**src/rtl/boot_pkg.sv**
```systemverilog
// -----------------------------------------------------------------------------
// boot_pkg
// Shared definitions for the boot sequencer: sequencer state encoding (also
// driven out on the mode port), program-loader state codes, counter widths
// and default parameter values, plus a saturating increment helper.
// -----------------------------------------------------------------------------
package boot_pkg;

   // Sequencer states; the numeric value is what appears on the mode output.
   typedef enum logic [2:0] {
      ST_RUN        = 3'd0,
      ST_HALT       = 3'd1,
      ST_LOAD       = 3'd2,
      ST_HOLD_RESET = 3'd3,
      ST_FAULT      = 3'd4
   } boot_state_e;

   // Program loader state codes seen on loader_state.
   localparam logic [2:0] LDR_WAITING_START_CODE     = 3'd0;
   localparam logic [2:0] LDR_SENDING_START_ACK      = 3'd1;
   localparam logic [2:0] LDR_WAITING_DATA           = 3'd2;
   localparam logic [2:0] LDR_SENDING_COMPLETION_ACK = 3'd3;
   localparam logic [2:0] LDR_FINISHED               = 3'd4;
   localparam logic [2:0] LDR_SENDING_ERROR          = 3'd5;
   localparam logic [2:0] LDR_ERROR                  = 3'd6;

   // Default parameter values (TIMEOUT is 1 s at 12.5 MHz).
   localparam int unsigned DEF_RESET_HOLD_CYCLES = 16;
   localparam int unsigned DEF_TIMEOUT_CYCLES    = 12_500_000;

   // Counter widths.
   localparam int unsigned TIMEOUT_CNT_W = 24;
   localparam int unsigned HOLD_CNT_W    = 16;
   localparam int unsigned WORD_CNT_W    = 16;

   // Increment that sticks at all-ones instead of wrapping.
   function automatic logic [WORD_CNT_W-1:0] sat_inc16(input logic [WORD_CNT_W-1:0] v);
      logic [WORD_CNT_W-1:0] r;
      if (v == 16'hFFFF) begin
         r = v;
      end else begin
         r = v + 16'd1;
      end
      return r;
   endfunction

endpackage

```
**src/rtl/boot_sequencer_if.sv**
```systemverilog
// -----------------------------------------------------------------------------
// boot_sequencer_if
// Bundles every non-clock/reset signal of the boot sequencer.
//   Inputs to the sequencer : load_request, loader_state, loader_wr,
//                             loader_addr, loader_data, cpu_pc
//   Outputs of the sequencer: loader_enable, cpu_reset, imem_addr, imem_wr,
//                             imem_wdata, mode, error, word_count
// master = the sequencer side, slave = the surrounding system (CPU/loader/imem).
// -----------------------------------------------------------------------------
interface boot_sequencer_if;
   import boot_pkg::*;

   logic                     load_request;
   logic [2:0]               loader_state;
   logic                     loader_wr;
   logic [31:0]              loader_addr;
   logic [31:0]              loader_data;
   logic [31:0]              cpu_pc;

   logic                     loader_enable;
   logic                     cpu_reset;
   logic [31:0]              imem_addr;
   logic                     imem_wr;
   logic [31:0]              imem_wdata;
   logic [2:0]               mode;
   logic                     error;
   logic [WORD_CNT_W-1:0]    word_count;

   modport master (
      input  load_request, loader_state, loader_wr, loader_addr, loader_data, cpu_pc,
      output loader_enable, cpu_reset, imem_addr, imem_wr, imem_wdata, mode, error, word_count
   );

   modport slave (
      output load_request, loader_state, loader_wr, loader_addr, loader_data, cpu_pc,
      input  loader_enable, cpu_reset, imem_addr, imem_wr, imem_wdata, mode, error, word_count
   );
endinterface

```
**src/rtl/boot_sequencer_sync_edge.sv**
```systemverilog
// -----------------------------------------------------------------------------
// sync_edge
// Two-flop synchronizer for an asynchronous level followed by an edge
// register; rise_pulse is high for one cycle after a synchronized 0->1.
//   clock      in  system clock
//   reset      in  asynchronous active-high reset (clears all flops)
//   async_in   in  asynchronous level input
//   rise_pulse out one-cycle pulse on a synchronized rising edge
// -----------------------------------------------------------------------------
module sync_edge
   import boot_pkg::*;
(
   input  logic clock,
   input  logic reset,
   input  logic async_in,
   output logic rise_pulse
);

   logic meta_q, meta_d;
   logic sync_q, sync_d;
   logic prev_q, prev_d;

   // Next values of the synchronizer chain and edge register.
   always_comb begin
      meta_d = async_in;
      sync_d = meta_q;
      prev_d = sync_q;
   end

   // Synchronizer and edge registers.
   always_ff @(posedge clock or posedge reset) begin
      if (reset) begin
         meta_q <= 1'b0;
         sync_q <= 1'b0;
         prev_q <= 1'b0;
      end else begin
         meta_q <= meta_d;
         sync_q <= sync_d;
         prev_q <= prev_d;
      end
   end

   assign rise_pulse = sync_q & ~prev_q;

endmodule

```
**src/rtl/boot_sequencer.sv**
```systemverilog
// -----------------------------------------------------------------------------
// boot_sequencer
// Controls CPU reset and instruction-memory ownership while a program loader
// writes a new image. A rising edge on load_request (honoured in RUN or FAULT)
// halts the CPU, hands the imem port to the loader, and ends in either a
// timed CPU reset hold (successful load) or FAULT (loader error / timeout).
//   clock  in  system clock (12.5 MHz)
//   reset  in  asynchronous active-high reset
//   bus    boot_sequencer_if.master: loader handshake, CPU fetch address,
//          muxed imem write port, mode / error / word_count status
// Outputs are decoded from the state register so that the LOAD pass-through
// and the asynchronous reset both act in the same cycle.
// -----------------------------------------------------------------------------
module boot_sequencer
   import boot_pkg::*;
#(
   parameter int unsigned RESET_HOLD_CYCLES = DEF_RESET_HOLD_CYCLES,
   parameter int unsigned TIMEOUT_CYCLES    = DEF_TIMEOUT_CYCLES
) (
   input  logic              clock,
   input  logic              reset,
   boot_sequencer_if.master  bus
);

   // Last count value of each counter before it triggers its transition.
   localparam logic [HOLD_CNT_W-1:0]    HOLD_LAST = HOLD_CNT_W'(RESET_HOLD_CYCLES - 1);
   localparam logic [TIMEOUT_CNT_W-1:0] TMO_LAST  = TIMEOUT_CNT_W'(TIMEOUT_CYCLES - 1);

   boot_state_e              state_q, state_d;
   logic [HOLD_CNT_W-1:0]    hold_q, hold_d;
   logic [TIMEOUT_CNT_W-1:0] tmo_q, tmo_d;
   logic [WORD_CNT_W-1:0]    word_count_q, word_count_d;

   logic                     req_pulse;
   logic                     ldr_idle;
   logic                     tmo_hit;

   logic                     cpu_reset_s;
   logic                     loader_enable_s;
   logic [31:0]              imem_addr_s;
   logic                     imem_wr_s;
   logic [31:0]              imem_wdata_s;
   logic                     error_s;

   sync_edge u_sync_edge (
      .clock      (clock),
      .reset      (reset),
      .async_in   (bus.load_request),
      .rise_pulse (req_pulse)
   );

   // Idle-wait detection: the loader is waiting for data and nothing is written.
   always_comb begin
      ldr_idle = 1'b0;
      tmo_hit  = 1'b0;
      if ((state_q == ST_LOAD) && (bus.loader_state == LDR_WAITING_DATA) && !bus.loader_wr) begin
         ldr_idle = 1'b1;
         tmo_hit  = (tmo_q == TMO_LAST);
      end else begin
         ldr_idle = 1'b0;
         tmo_hit  = 1'b0;
      end
   end

   // Next-state, counter and word-count logic.
   always_comb begin
      state_d      = state_q;
      hold_d       = 16'd0;
      tmo_d        = 24'd0;
      word_count_d = word_count_q;

      case (state_q)
         ST_RUN: begin
            if (req_pulse) begin
               state_d = ST_HALT;
            end else begin
               state_d = ST_RUN;
            end
         end

         ST_HALT: begin
            state_d = ST_LOAD;
         end

         ST_LOAD: begin
            if (bus.loader_wr) begin
               word_count_d = sat_inc16(word_count_q);
            end else begin
               word_count_d = word_count_q;
            end

            if (ldr_idle) begin
               tmo_d = tmo_q + 24'd1;
            end else begin
               tmo_d = 24'd0;
            end

            // FINISHED is checked first so a simultaneous timeout loses.
            if (bus.loader_state == LDR_FINISHED) begin
               state_d = ST_HOLD_RESET;
            end else if ((bus.loader_state == LDR_ERROR) || tmo_hit) begin
               state_d = ST_FAULT;
            end else begin
               state_d = ST_LOAD;
            end
         end

         ST_HOLD_RESET: begin
            if (hold_q == HOLD_LAST) begin
               state_d = ST_RUN;
            end else begin
               hold_d  = hold_q + 16'd1;
               state_d = ST_HOLD_RESET;
            end
         end

         ST_FAULT: begin
            if (req_pulse) begin
               state_d = ST_HALT;
            end else begin
               state_d = ST_FAULT;
            end
         end

         default: begin
            state_d = ST_HOLD_RESET;
         end
      endcase

      // A new load starts its word count from zero on entry to HALT.
      if (state_d == ST_HALT) begin
         word_count_d = 16'd0;
      end else begin
         word_count_d = word_count_d;
      end
   end

   // State, counter and word-count registers.
   always_ff @(posedge clock or posedge reset) begin
      if (reset) begin
         state_q      <= ST_HOLD_RESET;
         hold_q       <= 16'd0;
         tmo_q        <= 24'd0;
         word_count_q <= 16'd0;
      end else begin
         state_q      <= state_d;
         hold_q       <= hold_d;
         tmo_q        <= tmo_d;
         word_count_q <= word_count_d;
      end
   end

   // Output decode; defaults keep the CPU in reset with writes blocked.
   always_comb begin
      cpu_reset_s     = 1'b1;
      loader_enable_s = 1'b0;
      imem_addr_s     = bus.cpu_pc;
      imem_wr_s       = 1'b0;
      imem_wdata_s    = 32'd0;
      error_s         = 1'b0;

      case (state_q)
         ST_RUN: begin
            cpu_reset_s = 1'b0;
         end

         ST_HALT: begin
            // Port already points at the loader; writes stay off until LOAD.
            imem_addr_s  = bus.loader_addr;
            imem_wdata_s = bus.loader_data;
         end

         ST_LOAD: begin
            loader_enable_s = 1'b1;
            imem_addr_s     = bus.loader_addr;
            imem_wdata_s    = bus.loader_data;
            imem_wr_s       = bus.loader_wr;
         end

         ST_HOLD_RESET: begin
            cpu_reset_s = 1'b1;
         end

         ST_FAULT: begin
            error_s = 1'b1;
         end

         default: begin
            cpu_reset_s = 1'b1;
         end
      endcase
   end

   assign bus.cpu_reset     = cpu_reset_s;
   assign bus.loader_enable = loader_enable_s;
   assign bus.imem_addr     = imem_addr_s;
   assign bus.imem_wr       = imem_wr_s;
   assign bus.imem_wdata    = imem_wdata_s;
   assign bus.error         = error_s;
   assign bus.mode          = state_q;
   assign bus.word_count    = word_count_q;

endmodule

```
**src/flat_wrapper.sv**
```systemverilog
// flat-port wrapper written by rule: the top's interface ports become plain ports
module boot_sequencer_flat import boot_pkg::*;
#(
   parameter int unsigned RESET_HOLD_CYCLES = DEF_RESET_HOLD_CYCLES,
   parameter int unsigned TIMEOUT_CYCLES    = DEF_TIMEOUT_CYCLES
)
  (clock, reset, bus_load_request, bus_loader_state, bus_loader_wr, bus_loader_addr, bus_loader_data, bus_cpu_pc, bus_loader_enable, bus_cpu_reset, bus_imem_addr, bus_imem_wr, bus_imem_wdata, bus_mode, bus_error, bus_word_count);
  boot_sequencer_if bus_i ();
  input  logic clock;
  input  logic reset;
  input wire logic [$bits(bus_i.load_request)-1:0] bus_load_request;
  input wire logic [$bits(bus_i.loader_state)-1:0] bus_loader_state;
  input wire logic [$bits(bus_i.loader_wr)-1:0] bus_loader_wr;
  input wire logic [$bits(bus_i.loader_addr)-1:0] bus_loader_addr;
  input wire logic [$bits(bus_i.loader_data)-1:0] bus_loader_data;
  input wire logic [$bits(bus_i.cpu_pc)-1:0] bus_cpu_pc;
  output wire logic [$bits(bus_i.loader_enable)-1:0] bus_loader_enable;
  output wire logic [$bits(bus_i.cpu_reset)-1:0] bus_cpu_reset;
  output wire logic [$bits(bus_i.imem_addr)-1:0] bus_imem_addr;
  output wire logic [$bits(bus_i.imem_wr)-1:0] bus_imem_wr;
  output wire logic [$bits(bus_i.imem_wdata)-1:0] bus_imem_wdata;
  output wire logic [$bits(bus_i.mode)-1:0] bus_mode;
  output wire logic [$bits(bus_i.error)-1:0] bus_error;
  output wire logic [$bits(bus_i.word_count)-1:0] bus_word_count;
  assign bus_i.load_request = bus_load_request;
  assign bus_i.loader_state = bus_loader_state;
  assign bus_i.loader_wr = bus_loader_wr;
  assign bus_i.loader_addr = bus_loader_addr;
  assign bus_i.loader_data = bus_loader_data;
  assign bus_i.cpu_pc = bus_cpu_pc;
  assign bus_loader_enable = bus_i.loader_enable;
  assign bus_cpu_reset = bus_i.cpu_reset;
  assign bus_imem_addr = bus_i.imem_addr;
  assign bus_imem_wr = bus_i.imem_wr;
  assign bus_imem_wdata = bus_i.imem_wdata;
  assign bus_mode = bus_i.mode;
  assign bus_error = bus_i.error;
  assign bus_word_count = bus_i.word_count;
  boot_sequencer #(.RESET_HOLD_CYCLES(RESET_HOLD_CYCLES), .TIMEOUT_CYCLES(TIMEOUT_CYCLES)) u_core (.clock(clock), .reset(reset), .bus(bus_i));
endmodule
```
**config.mk**
```make
export PLATFORM = sky130hd
export DESIGN_NAME = boot_sequencer_flat
export DESIGN_NICKNAME = d
export VERILOG_FILES = /design/src/rtl/boot_pkg.sv /design/src/rtl/boot_sequencer_if.sv /design/src/rtl/boot_sequencer_sync_edge.sv /design/src/rtl/boot_sequencer.sv /design/src/flat_wrapper.sv
export SDC_FILE = /design/constraint.sdc
export NUM_CORES = 1
export LEC_CHECK = 0
export CAP_MARGIN = 20
export CORE_ASPECT_RATIO = 0.75
export CORE_MARGIN = 5
export CORE_UTILIZATION = 55
export CTS_CLUSTER_DIAMETER = 80
export DETAILED_ROUTE_END_ITERATION = 7
export DONT_BUFFER_PORTS = 1
export GPL_ROUTABILITY_DRIVEN = 0
export GPL_TIMING_DRIVEN = 0
export HOLD_SLACK_MARGIN = 0.12
export PLACE_DENSITY = 0.73
export SETUP_SLACK_MARGIN = 0.05
export SLEW_MARGIN = 30
export SYNTH_ARGS = -nofsm -noshare
export SYNTH_HDL_FRONTEND = slang
export SYNTH_SLANG_ARGS = --single-unit
```
**constraint.sdc**
```tcl
create_clock -name clock -period 2.3 [get_ports clock]
set_input_delay 0.345 -clock clock [delete_from_list [all_inputs] [get_ports clock]]
set_output_delay 0.345 -clock clock [all_outputs]
set_load 0.02 [all_outputs]
```
==> metrics.cfg <==
[yosys]
ys_top_logic_family=simple AND/OR/NAND/NOR gates
syn_area_per_cell_um2=9.31
flop_cell=dfrtp_1
xor_share=0.0578
ys_cells=407
aoi_share=0.0749
synth_area_um2=3790
top_cell_area_share=0.396

[layout]
nFillCells=501
synthToLayoutAreaGrowth_pct=20.4
combGateArea_um2=2370
finalCoreUtilization=0.675
clk_share=0.0546
top_register=u_core.tmo_q
clock_buffers=13

[global_routing]
groute.layer.met2.usage=0.416
grt_max_degree=36

[critical_path]
r2r_slack_ns=0.01
endpoint=bus_imem_addr[10]
rr_endpoint=u_core.bus.word_count[15]
slowest_delay_ns=0.61
cp.required_ns=1.96

[clock_tree]
htree_num_levels=3
cts_tree=done
post_cts_buffers=8
clk-insertion-delay-late_ns=0.34

[routing]
viasPerCell=6.40
drtPass1Iterations=5
met1_length_um=4880
wl_met3_um=971
maxUsedRoutingLayer=met4
drc=0

[placed_design]
placed_cells=492
dpl_worst_slack_ns=-0.293

[sta]
clock.fmax_ghz=0.431
fin_ws_ns=-0.0205
period_minus_slack_ns=2.32
finalSetupViolCount=31

[power_and_ir_drop]
p_sw_frac=0.401
seq_power_mw=1.34
p_per_area_nw_per_um2=1180

[status]
violations=negative setup slack
status=finished, violations left

-- cells in the mapped netlist, drive strengths merged (8+ instances only) --
| cell type | number |
|---|---|
| xnor2 | 10 |
| buf | 8 |
| nand4 | 18 |
| nor4 | 10 |
| or3 | 13 |
| xor2 | 15 |
| o21ai | 9 |
| nand2b | 8 |
| or4 | 18 |
| nand3 | 21 |
| nor3 | 8 |
| and2 | 33 |
| dfrtp | 60 |
| a21oi | 20 |
| mux2 | 32 |
| nand2 | 27 |
| o31ai | 10 |
| clkbuf | 12 |
| nor2 | 31 |
-- placed cells by master, fill, tap and decap left out, types with 15 or more instances in the layout --
master	instances
or4_1	17
xor2_1	15
nand2_1	27
a21oi_1	19
nand4_1	18
and2_4	28
mux2_4	32
nand3_1	21
nor2_1	31
dfrtp_1	56
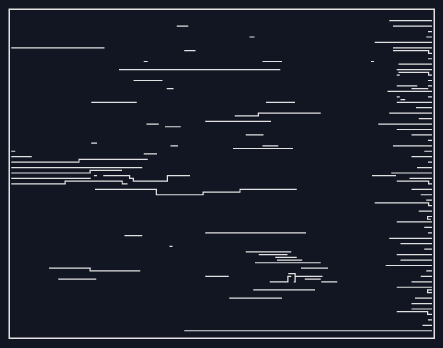
m3.png
(4 px per um)
The longest straight run is 61.6 um. The wires run mostly horizontal. 97 nets have wire on it.

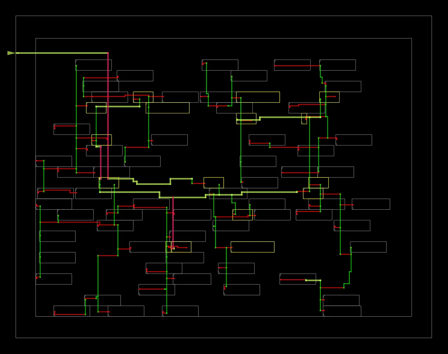
clock_nets.png
clk sinks: 62
CTS buffer count: 9
Layout Skew: 0.0128 ns
Clk. pwr: 1.20 mW
sequential cell count: 62

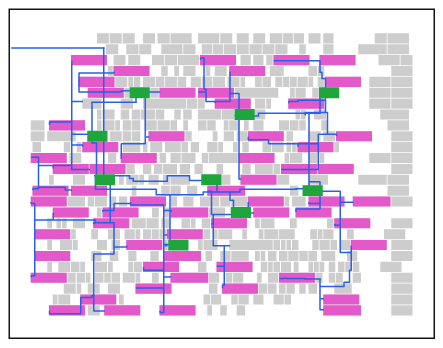
clock_wires.png
(4 px per um)
clock wires: drawn in blue, length 838 um. flip-flops: drawn in magenta, count 62. clock-net drivers: drawn in green, count 9.
There are 10 routed clock nets. Position of the flops: widely spread.

No activity file was given, so power comes from the tool's default toggle rates.
